==> src/rtl/timer_controller.sv <==
// Moore control FSM for the egg-timer: set seconds, set minutes, wait, run, done.
// Drives time-register enables and the display flash from the state register alone.
module timer_controller (
  input  logic clk,
  input  logic reset,
  input  logic set,
  input  logic startStop,
  input  logic isTimeFlat,
  output logic flashEn,
  output logic decEn,
  output logic timeWrtEn,
  output logic initValEn,
  output logic minEn
);

  localparam logic [2:0] S_SET_SECS = 3'd0;
  localparam logic [2:0] S_SET_MINS = 3'd1;
  localparam logic [2:0] S_WAIT     = 3'd2;
  localparam logic [2:0] S_RUN      = 3'd3;
  localparam logic [2:0] S_DONE     = 3'd4;

  logic [2:0] r_state;
  logic [2:0] w_next;

  always_ff @(posedge clk) begin
    if (reset) begin
      r_state <= S_SET_SECS;
    end else begin
      r_state <= w_next;
    end
  end

  always_comb begin
    w_next = S_SET_SECS;
    case (r_state)
      S_SET_SECS: w_next = set ? S_SET_MINS : S_SET_SECS;
      S_SET_MINS: w_next = set ? S_WAIT : S_SET_MINS;
      S_WAIT:     w_next = (startStop && !isTimeFlat) ? S_RUN : S_WAIT;
      // Reaching zero beats a simultaneous pause request.
      S_RUN: begin
        if (isTimeFlat) begin
          w_next = S_DONE;
        end else if (startStop) begin
          w_next = S_WAIT;
        end else begin
          w_next = S_RUN;
        end
      end
      S_DONE:     w_next = startStop ? S_WAIT : S_DONE;
      default:    w_next = S_SET_SECS;
    endcase
  end

  always_comb begin
    flashEn   = 1'b0;
    decEn     = 1'b0;
    timeWrtEn = 1'b0;
    initValEn = 1'b0;
    minEn     = 1'b0;
    case (r_state)
      S_SET_SECS: begin
        timeWrtEn = 1'b1;
        initValEn = 1'b1;
      end
      S_SET_MINS: begin
        timeWrtEn = 1'b1;
        initValEn = 1'b1;
        minEn     = 1'b1;
      end
      S_RUN: begin
        decEn     = 1'b1;
        timeWrtEn = 1'b1;
      end
      S_DONE:  flashEn = 1'b1;
      default: ;
    endcase
  end

endmodule

==> config.mk <==
export PLATFORM = sky130hd
export DESIGN_NAME = timer_controller
export DESIGN_NICKNAME = d
export VERILOG_FILES = /design/src/rtl/timer_controller.sv
export SDC_FILE = /design/constraint.sdc
export NUM_CORES = 1
export LEC_CHECK = 0
export CAP_MARGIN = 20
export CORE_AREA = 2 2 39 41
export CTS_CLUSTER_SIZE = 25
export DETAILED_ROUTE_END_ITERATION = 7
export DIE_AREA = 0 0 41 43
export SLEW_MARGIN = 20
export SYNTH_ARGS = -nofsm -noshare
export SYNTH_HDL_FRONTEND = slang
export SYNTH_SLANG_ARGS = --single-unit
==> constraint.sdc <==
create_clock -name clk -period 1.2 [get_ports clk]
set_clock_uncertainty 0.05 [all_clocks]
set_input_delay 0.18 -clock clk [delete_from_list [all_inputs] [get_ports clk]]
set_output_delay 0.18 -clock clk [all_outputs]
set_load 0.02 [all_outputs]
run_1/clock_map.png
Scale bar: 10 um.
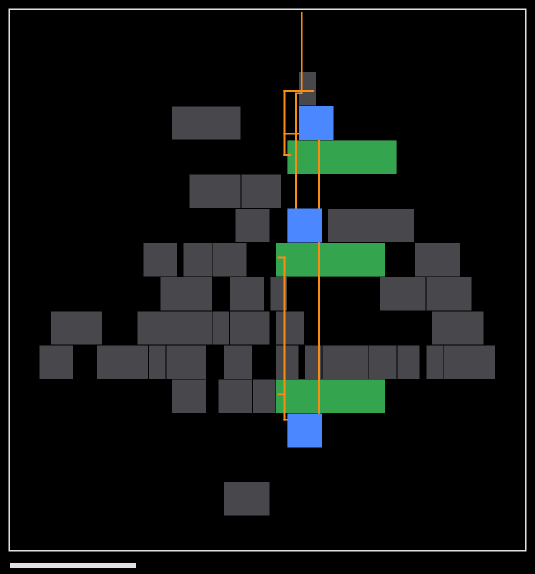
cells driving clock nets: in blue, count 3. clock wires: in orange, length 70.5 um. flip-flops: in green, count 3.
There are 4 routed clock nets.
clock-net power: 176 uW
Latency at later pin: 0.23 ns
Clock Power Share: 41.6%

run_1/gate_families.png
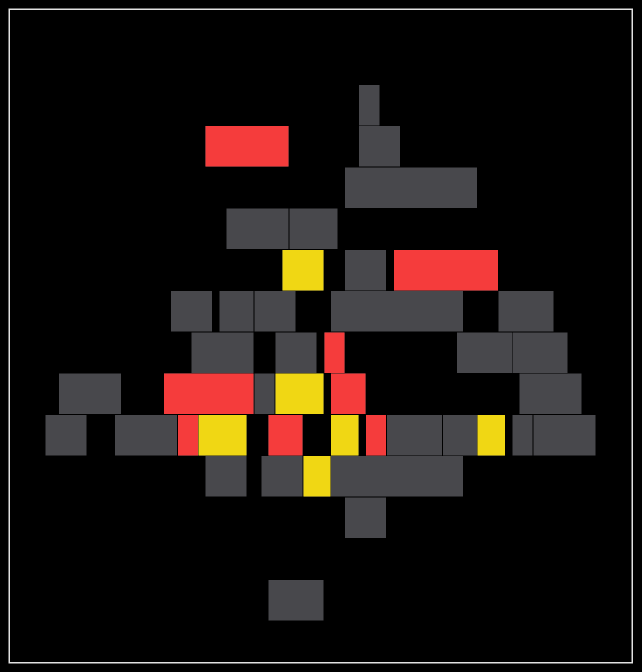
NOR gates: in red, cells 8, most used nor2_1. inverting AOI/OAI gates: in yellow, cells 6, most used a21oi_1.
Comb area share: 38.2%
final cell count without fillers: 59

run_1/final_congestion.png
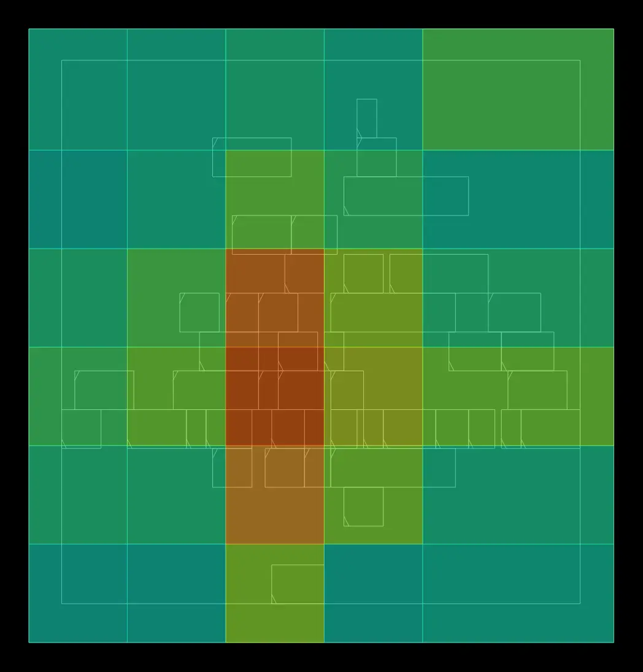
final core utilization: 30.6%
drt wl/cell: 10.9 um
grt met1 use: 9.87%
met3 Resource Use GR: 0%
M2 GR Usage: 11.3%

==> flow_metrics.tcl, run 1 <==
# yosys + openroad results
set metrics [dict create \
    finalSetupViolCount 2 \
    antenna_found_initial 0 \
    worstSetupPathType "flip-flop to output port" \
    antenna_cells 0 \
    status "finished, violations left" \
    rsz0062_at_grt "yes" \
    detail-route-antenna-nets 0 \
    syn_to_final_growth_pct 100 \
    hold_class "input pin to flip-flop" \
    syn-cell-area_um2 211 \
    ys_seq_share_pct 28.4 \
    finalCritPeriodShare_pct 101 \
    maxSlewHeadroom_pct 85.1 \
    power.density_nw_per_um2 999 \
    clk_pin_slew_ns 0.04 \
    regArea_um2 71.3 \
    avgSynthCellArea_um2 7.83 \
    xor_share_pct 0 \
    violations "negative setup slack" \
    synth_nets 32 \
    start_kind "flip-flop" \
    setup_slack_ns -0.0113 \
    fp_util_pct 15.3 \
    logic_family "simple AND/OR/NAND/NOR gates" \
    grt_max_degree 7 \
    synthDistinctLibCells 20 \
]
run 1: cells in the mapped netlist:
cell and count:
o21ai_0 1, a221oi_1 1, nor3b_2 1, o31a_1 1
nor2_1 3, and4_4 1, nor2b_1 1, a21oi_1 3
nor4_1 1, inv_1 1, nor4b_1 1, inv_2 1
buf_2 2, a211oi_1 1, o21a_1 1, dfxtp_1 3
nand2_1 1, nor3_1 1, nand2b_1 1, and3b_2 1
run 1: area by class of cell:
class	instances	share of cell area (%)
Sequential cell	3	16.9
Tap cell	16	4.73
Multi-Input combinational cell	20	38.2
Timing Repair Buffer	14	31.7
Clock buffer	4	6.21
Inverter	2	2.37
run 1: stage by stage:
step	utilization (%)	setup TNS [ns]
after floorplan	-	0
after global placement	25.2	-1.47
after detailed placement	25.2	-1.41
after CTS	26.8	-0.0950
after global routing	30.6	-0.166
final	30.6	-0.0175
run 1: routing by layer:
metal | global-route usage [%] | share of wire (%)
met4 | 10.0 | 0
met3 | 0 | 5.8
met2 | 11.3 | 51
met1 | 9.87 | 43
met5 | 0 | 0
run 1: kinds of logic after synthesis:
group                  after synthesis
AND-OR/OR-AND                        8
AND/OR/NAND/NOR                     12
buffers and inverters                4
flip-flops                           3
run 1: worst register-to-register path, delay by kind of cell, from the launching register on:
family,cells,cell delay (ns)
compound gates,1,0.26
simple gates,1,0.17
flops,1,0.37
buf+inv,2,0.19
run 1: layout by cell type, fill, tap and decap left out, drive strengths merged, types with 2 or more instances in the layout:
| cell type | count |
|---|---|
| dfxtp | 3 |
| clkdlybuf4s50 | 4 |
| a21oi | 3 |
| clkbuf | 4 |
| nor2 | 3 |
| inv | 2 |
| buf | 10 |
run 1: final timing paths:
check,start,to,slack [ns],cells after the start
hold reg to reg,r_state[1],r_state[2],0.54,3
hold / removal,reset,r_state[2],0.50,2
setup reg to reg,r_state[1],r_state[1],0.03,4
setup / recovery,r_state[1],timeWrtEn,-0.01,3
run 1: where the power goes:
group          leakage (nW)  internal [mW]  switching (mW)  total [mW]
clock                0.0150          0.125          0.0513       0.176
sequential           0.0267          0.106          0.0135       0.119
combinational         0.117         0.0693          0.0580       0.127
run 1: what timing repair did:
action	in CTS	in global routing
endpoints found under the hold margin	0	0
gates resized	29	15
pin swaps	0	1
endpoints found under the setup margin	6	6
setup buffers	0	0
run_1/wire_density.png
Scale bar: 10 um. The die is cut into 8 by 9 equal tiles; dark blue is low, red is high, scaled to the fullest tile. Values are wire area over tile area, all layers added.
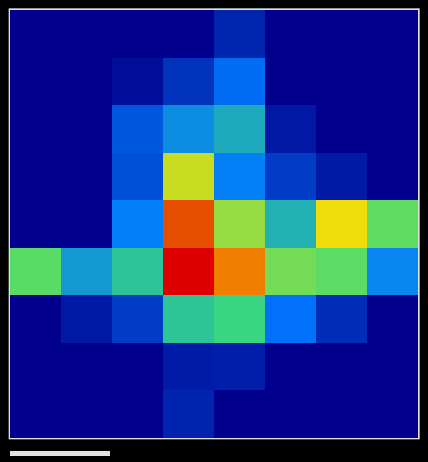

==> inputs of run 2 (changes only) <==
--- a/config.mk
+++ b/config.mk
@@ -6,10 +6,10 @@
 export NUM_CORES = 1
 export LEC_CHECK = 0
 export CAP_MARGIN = 20
-export CORE_AREA = 2 2 39 41
+export CORE_AREA = 4 4 41 43
 export CTS_CLUSTER_SIZE = 25
 export DETAILED_ROUTE_END_ITERATION = 7
-export DIE_AREA = 0 0 41 43
+export DIE_AREA = 0 0 45 47
 export SLEW_MARGIN = 20
 export SYNTH_ARGS = -nofsm -noshare
 export SYNTH_HDL_FRONTEND = slang
run_2/wire_density.png
Scale bar: 10 um. The die is cut into 9 by 9 equal tiles; dark blue is low, red is high, scaled to the fullest tile. Values are wire area over tile area, all layers added.
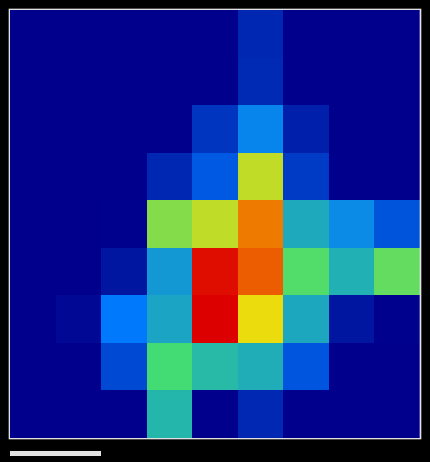
The emptiest ninth of the die: north-west. The fullest tile reaches 0.32. The mean over all tiles is 0.052. 14% of the tiles are over half the peak. The densest ninth of the die: centre.

run_2/cell_classes.png
Scale bar: 10 um.
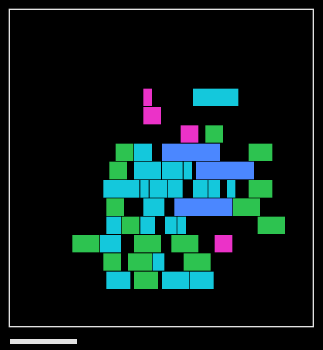
other buffers and delay cells: in green, cells 16. flip-flops: in blue, cells 3. clock drivers and dummy loads: in magenta, cells 4. all other logic: in cyan, cells 22.
post-layout instance area: 442 um^2
sequential cell area share: 16.1%

==> run 2 against run 1 <==
Net effect:
- the run still ends with negative setup slack left
- core utilization is 3.4 points higher
- global-route usage decreased by 1.1 points
- sequential share of layout area down 0.72 points
- synthesized cell count did not move
- largest power group unchanged
- largest cell class unchanged
- critical endpoint is now flashEn
- hold slack worse by 0.014 ns
- first-iteration DRC count is the same
- die area up 20%
- highest routed layer is now met4
- via count rose by 5.6%
- total power grew 1.0%
==> flow_metrics.tcl, run 2 <==
# yosys + openroad results
set metrics [dict create \
    synth-main-ff-cell "dfxtp_1" \
    wl_per_cell_um 11.6 \
    syn_to_final_growth_pct 109 \
    holdPathStages 2 \
    antenna_cells 0 \
    rr_startpoint "r_state[1]" \
    setup_slack_ns -0.00623 \
    fp_util_pct 16.3 \
    r2r-end "r_state[1]" \
    status "finished, violations left" \
    logic_family "simple AND/OR/NAND/NOR gates" \
    synthTopCellsByCount "a21oi_1, dfxtp_1, nor2_1" \
    violations "negative setup slack" \
    dpl_cell_area_um2 355 \
    grt_util_met2_pct 11.3 \
    met1_usage_pct 7.26 \
    ys_seq_share_pct 28.4 \
    power.density_nw_per_um2 966 \
    clock_latency_ns 0.24 \
    edf_count 0 \
    async_flop_share_pct 0 \
    finalCritPeriodShare_pct 101 \
    htreeDepth 1 \
    grt_use_met3_pct 2.30 \
    grt_max_degree 7 \
    worstSetupPathType "flip-flop to output port" \
    min_from "reset" \
    start_kind "flip-flop" \
    clk_pin_slew_ns 0.04 \
    reg2reg_depth 4 \
    maxSlewHeadroom_pct 84.1 \
    layout_top_cells "buf_6, buf_4, clkdlybuf4s50_1" \
    rsz0062_at_grt "yes" \
    xor_share_pct 0 \
    detail-route-antenna-nets 0 \
    finalSetupViolCount 1 \
    min_delay_worst_endpoint "r_state[2]" \
    antenna_found_initial 0 \
    syn-cell-area_um2 211 \
    avgSynthCellArea_um2 7.83 \
]
## run 2: netlist changes by cell type in the layout (fill, tap and decap cells not counted)
cell     previous run  this run
buf_4               5         6
buf_6               5         6
nor2_1              3         2
nor2_4              0         1
nor3_2              0         1
nor3_4              1         0
o21ai_0             0         1
o21ai_1             1         0
## run 2: timing repair
item	CTS	global route
endpoints found under the hold margin	0	0
cloned	0	0
resized	36	9
buffers inserted	1	0
pin swaps	0	2
setup endpoints to repair	5	6
## run 2: layout make-up
cell class / instances / area, um^2
inverter: 2 / 10.0
multi-input combinational: 20 / 163
clock buffer: 4 / 26.3
fill: 149 / 860
tap: 15 / 18.8
timing repair buffer: 16 / 153
sequential: 3 / 71.3
## run 2: where the power goes
part           switching, mW  total, mW  internal [mW]
Clock                 0.0538      0.178          0.125
Sequential            0.0165      0.122          0.106
Combinational         0.0551      0.126         0.0708
Total                  0.125      0.427          0.301
## run 2: cell families (layout without fill, tap and decap cells)
family / count (synthesis) / count (layout)
flops: 3 / 3
buf+inv: 4 / 22
simple gates: 12 / 12
compound gates: 8 / 8
## run 2: how the worst max path moves through the flow
stage	startpoint	to	slack, ns	depth (start not counted)
final	r_state[2]	flashEn	-0.006	2
after global routing	r_state[2]	flashEn	-0.05	2
after CTS	r_state[2]	flashEn	-0.02	2
after detailed placement	r_state[1]	decEn	-0.30	2
after global placement	r_state[1]	decEn	-0.32	2
after floorplan	r_state[0]	minEn	0.003	2
## run 2: per-stage QoR
step | utilization (%) | total power [mW] | hold slack [ns] | setup TNS [ns] | cells
2_1_floorplan | - | 0.166 | 0.199 | 0 | 27
3_3_place_gp | 27.3 | 0.229 | 0.576 | -1.56 | 55
3_5_place_dp | 27.3 | 0.228 | 0.574 | -1.50 | 55
4_1_cts | 31.2 | 0.422 | 0.485 | -0.0156 | 60
5_1_grt | 33.9 | 0.459 | 0.521 | -0.136 | 60
6_report | 33.9 | 0.427 | 0.491 | -0.00623 | 60
## run 2: worst max-delay path: stages (launching register included)
cell     delay (ns)
dfxtp_4        0.37
nor3b_4        0.22
buf_6          0.15
## run 2: routing by layer
layer	vias to the layer above	share of wire [%]
li1	134	-
met1	122	41
met2	6	52
met3	2	4.6
met4	0	2.1
met5	-	0
Power is estimated from default activity; no workload was simulated.
